==> images/clock_wires.png <==
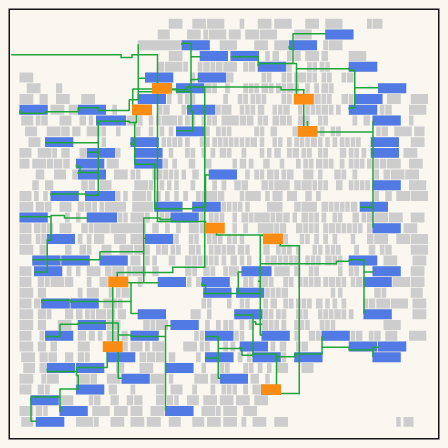
==> images/pinout.png <==
Pins as bars across the die edge, other pins in gray.
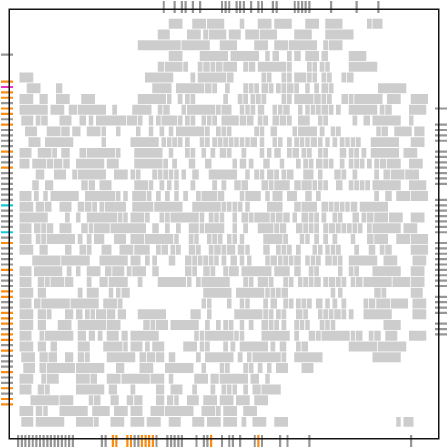
==> images/class_map.png <==
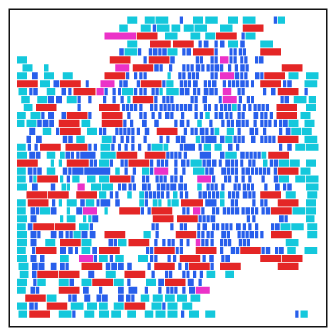
==> images/congestion_map.png <==
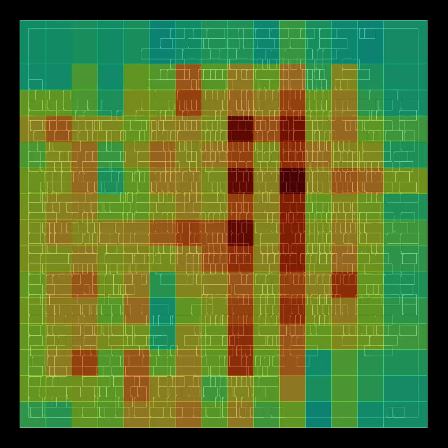
### config.mk
export PLATFORM = sky130hd
export DESIGN_NAME = store_rmw_seq
export DESIGN_NICKNAME = d
export VERILOG_FILES = /design/src/rtl/store_rmw_seq.sv
export SDC_FILE = /design/constraint.sdc
export NUM_CORES = 1
export LEC_CHECK = 0
export ABC_AREA = 1
export ABC_CLOCK_PERIOD_IN_PS = 1400
export CORE_MARGIN = 2
export CORE_UTILIZATION = 41
export CTS_BUF_LIST = sky130_fd_sc_hd__clkbuf_4 sky130_fd_sc_hd__clkbuf_8
export CTS_CLUSTER_SIZE = 12
export DETAILED_ROUTE_END_ITERATION = 8
export GPL_TIMING_DRIVEN = 0
export HOLD_SLACK_MARGIN = 0.06
export PLACE_DENSITY = 0.79
export SYNTH_ARGS = -nofsm -noshare
export SYNTH_HDL_FRONTEND = slang
export SYNTH_SLANG_ARGS = --single-unit
### constraint.sdc
create_clock -name clk -period 1.4 [get_ports clk]
set_input_delay 0.14 -clock clk [delete_from_list [all_inputs] [get_ports clk]]
set_output_delay 0.14 -clock clk [all_outputs]
set_load 0.01 [all_outputs]
### src/rtl/store_rmw_seq.sv
// Read-modify-write sequencer that turns sub-word DRAM stores into a word read, merge and write.
// Optional build macro STORE_MISALIGN_TRAP_EN: trap half stores with addr[0]=1 (no write, sticky err).
module store_rmw_seq (
  input  logic        clk,
  input  logic        rst,
  input  logic        start,
  input  logic [1:0]  ex_type,
  input  logic [31:0] addr,
  input  logic [31:0] wdata,
  input  logic [31:0] mem_rdata,
  output logic [31:0] mem_addr,
  output logic        mem_we,
  output logic [31:0] mem_wdata,
  output logic        stall,
  output logic        done,
  output logic        err,
  output logic [1:0]  dbg_state
);

  localparam logic [1:0] S_IDLE = 2'd0;
  localparam logic [1:0] S_RD   = 2'd1;
  localparam logic [1:0] S_MRG  = 2'd2;
  localparam logic [1:0] S_WR   = 2'd3;

  logic [1:0]  r_state;
  logic [31:0] r_addr;
  logic [15:0] r_wdata;
  logic [1:0]  r_ex_type;
  logic [31:0] r_mem_addr;
  logic        r_mem_we;
  logic [31:0] r_mem_wdata;
  logic        r_done;

  logic        w_start_ok;
  logic        w_is_byte;
  logic [31:0] w_merged;
  logic        w_misalign;
  logic        w_unused;

  // ex_type 00 is not a sub-word store, so it never starts an operation.
  assign w_start_ok = start & (ex_type != 2'b00);
  assign w_is_byte  = r_ex_type[0];
  assign w_unused   = ^wdata[31:16];

  // Little-endian lane merge; bit0 of ex_type wins when both bits are set.
  always_comb begin
    w_merged = mem_rdata;
    if (w_is_byte) begin
      case (r_addr[1:0])
        2'd0:    w_merged[7:0]   = r_wdata[7:0];
        2'd1:    w_merged[15:8]  = r_wdata[7:0];
        2'd2:    w_merged[23:16] = r_wdata[7:0];
        default: w_merged[31:24] = r_wdata[7:0];
      endcase
    end else if (r_addr[1]) begin
      w_merged[31:16] = r_wdata;
    end else begin
      w_merged[15:0] = r_wdata;
    end
  end

`ifdef STORE_MISALIGN_TRAP_EN
  logic r_err;

  assign w_misalign = ~r_ex_type[0] & r_ex_type[1] & r_addr[0];

  always_ff @(posedge clk) begin
    if (rst) begin
      r_err <= 1'b0;
    end else if (r_state == S_MRG && w_misalign) begin
      r_err <= 1'b1;
    end
  end

  assign err = r_err;
`else
  assign w_misalign = 1'b0;
  assign err        = 1'b0;
`endif

  always_ff @(posedge clk) begin
    if (rst) begin
      r_state     <= S_IDLE;
      r_addr      <= 32'd0;
      r_wdata     <= 16'd0;
      r_ex_type   <= 2'd0;
      r_mem_addr  <= 32'd0;
      r_mem_we    <= 1'b0;
      r_mem_wdata <= 32'd0;
      r_done      <= 1'b0;
    end else begin
      r_mem_we <= 1'b0;
      r_done   <= 1'b0;
      case (r_state)
        S_IDLE: begin
          if (w_start_ok) begin
            r_addr     <= addr;
            r_wdata    <= wdata[15:0];
            r_ex_type  <= ex_type;
            r_mem_addr <= {addr[31:2], 2'b00};
            r_state    <= S_RD;
          end
        end
        S_RD: begin
          r_state <= S_MRG;
        end
        S_MRG: begin
          // Outputs registered here are what the memory sees during WR.
          r_mem_wdata <= w_merged;
          r_mem_we    <= ~w_misalign;
          r_done      <= 1'b1;
          r_state     <= S_WR;
        end
        default: begin
          r_state <= S_IDLE;
        end
      endcase
    end
  end

  assign stall     = (r_state == S_IDLE) ? w_start_ok : 1'b1;
  assign mem_addr  = r_mem_addr;
  assign mem_we    = r_mem_we;
  assign mem_wdata = r_mem_wdata;
  assign done      = r_done;
  assign dbg_state = r_state;

endmodule

==> changes_impl.md <==
## Flow update

* CP cell instances: clkdlybuf4s50_1
* WHS Endpoint: mem_addr[31]
* Diodes inserted at 0
* CTS tree: built
* Worst-skew pair later-pin latency at between 0.3 and 0.4 ns
* Seq share, synth at between 30 and 40%
* Cell internal pwr at 5.99 mW
* Final wirelength at ~14000 um
* R2r endpoint: mem_wdata[31]
* Syn avg cell area at 6.07 sq um
* Die W at 108 um
* # DRC at 0
* Post-synth tally of flip-flops with integrated enable at 0
* Core Footprint at about 0.011 sq mm
* CP peak stage delay at 0.54 ns
* # fillers at 1063
* Setup Skew at ~0.018 ns
* Psw at roughly 4.1 mW
* Status: finished, final reports clean
* Ys async rst share at 0%
* Non-clock buffering overhead at 28.6%
* Final setup vio count at 0
* Hpwl dp at 10300 um
* Post-synth top area cell: dfxtp_1
* Met2 Track Usage GR at between 30% and 40%
* Crit path kind: reg -> out
* Req. time, crit path at 1.26 ns
* Yosys cell count at 734
* Port Buffers at 149
* Flip-flops at around 84
* First-pass GRT wire length at 22100 um
* Seq area share at 26.1%
* Netlist Area Pre-Place at 0.00445 sq mm
* Via count at 5021
* Layout cells sized above 1 at slightly below 9%
* Clock Tree Buf Depth at 2
* Synth warnings at 0
* Seq cells post-synth at 84
* Die height at 108 um
* Max-slew violation count at 0
* Chip area at 0.0117 sq mm
* GR Util met1 at 29.6%
* Clkbuf count at 11
* R2R setup slack at 0.04 ns
* R2R cell count at 7
* Power per cell area at 1560 mW/mm^2
* Min Tclk post-route at ~1.4 ns
* Logic area at roughly 0.0023 sq mm
* Comb gates at between 500 and 600
* CP arrival at between 1 and 1.5 ns
* CP bufs+invs at 1
* Reg power frac at about a third
* Min-Delay Path Class: in -> reg
* H-Tree Level Count at 3
* Maximum fanout along the worst path at 2
* Min-delay src: rst
* # clock sinks at between 80 and 90
* Crit-path slowest cell: clkdlybuf4s50_1
* Commonest flop: dfxtp_1
* Overall power at 10.0 mW
* Boundary pin count at 171
* Root buffer cell: clkbuf_8
* Final core utilization at slightly above 60%
* Area reported by Yosys stat at ~0.0045 sq mm
* Hold WS at 0.108 ns
* Commonest Layout Cell: nand2_1
* Most numerous logic cells after layout: nand2_1, nor2_1, clkdlybuf4s50_1
* Clock network fraction of total power at between 10% and 20%
* Multi-input combinational area share at 36.1%
* Inverter count at around 58
* Starting density of the core at 41.6%
* Crit start category: flop
* Endpoint type of the worst setup path: output pin
* Number of logged tool warnings at 45
* R2r startpoint: dbg_state[0]
* RSZ-0062 raised after global routing: yes
* Number of global-route vias before repair at 4658
* Critical Path Stages at 1
* Yosys cell types at 19
* Reg clk slew, reported paths at 0.09 ns
* Area share, top type at 37.8%
* Maxcap violations at 0
* TAP cells at 140
-- clock_wires.png (at the start) --
[flip-flops] blue | count: 84
[clock wires] green | length: 1140 um
[clock-net drivers] orange | count: 9
flops lie: widely spread
routed clock nets: 10

-- pinout.png (at the start) --
| port | color | pins | direction | edge |
|---|---|---|---|---|
| stall | magenta | 1 | output | left |
| dbg_state | cyan | 2 | output | left |
| addr | orange | 32 | input | 22 left, 10 bottom |
all pins by edge: 62 left, 49 bottom, 35 right, 25 top

-- class_map.png (at the start) --
| class | color | cells | share of their area |
|---|---|---|---|
| remaining logic cells | blue | 595 | 41% |
| remaining buffers and delay cells | cyan | 206 | 29% |
| sequential cells | red | 84 | 27% |
| clock drivers and dummy loads | magenta | 16 | 3.2% |

-- congestion_map.png (at the start) --
global-route usage over all layers: 24.1%
routed len/inst: 13.3 um
gr busiest metal: met2

logic make-up (layout without fill, tap and decap cells):
kind of cell               count (synthesis)  after routing  synth area share [%]
other                                      1              3                0.0842
and+or+nand+nor                          467            467                  43.1
AOI/OAI and AO/OA                         65             65                  7.31
buffers and inverters                    115            280                  11.2
DFF                                       84             84                  37.8
adders and majority gates                  2              2                 0.562
Yosys cell counts, types with 2 or more instances:
master	n
o21ai_0	33
buf_6	2
nor2_1	167
nand4_1	31
nand2_1	215
ha_1	2
nand3_1	50
nor2_4	2
inv_2	2
buf_4	8
buf_2	17
a21oi_1	32
clkbuf_1	26
dfxtp_1	84
buf_1	4
inv_1	56
power groups by stage:
stage,clock network [mW],registers (mW),logic (mW)
floorplan,0,3.54,2.68
global placement,0,3.34,4.81
detailed placement,0,3.35,4.85
CTS,1.83,3.31,4.88
global route,1.93,3.37,5.48
finish,1.80,3.30,4.95
repair_timing:
item                       4_1_cts  5_1_grt
pin swaps                        2        0
setup buffers                    1        1
resized                         69       50
hold buffers                     0        0
setup endpoints to repair      117       80
through the flow:
stage	cells	worst slack [ns]	setup TNS (ns)	instance area [sq um]
finish	1041	0.0188	0	6450
global route	1041	-0.0532	-0.213	6450
CTS	1041	0.000589	0	6340
detailed placement	1025	-0.352	-17.84	6130
global placement	1025	-0.343	-16.22	6130
floorplan	736	-0.0120	-0.239	4460
worst max path at each step:
stage,start,end
floorplan,dbg_state[0],mem_addr[22]
global placement,ex_type[1],stall
detailed placement,ex_type[1],stall
CTS,mem_addr[10],mem_addr[10]
global route,r_addr[1],mem_wdata[31]
finish,mem_wdata[17],mem_wdata[17]
metal layers:
layer	wire [um]	part of all wire (%)	vias to the layer above
met5	0	0	-
met4	298	2.2	0
met3	1340	9.7	23
met2	6300	45	187
met1	5910	43	2209
li1	-	-	2602
No activity file was given, so power comes from the tool's default toggle rates.
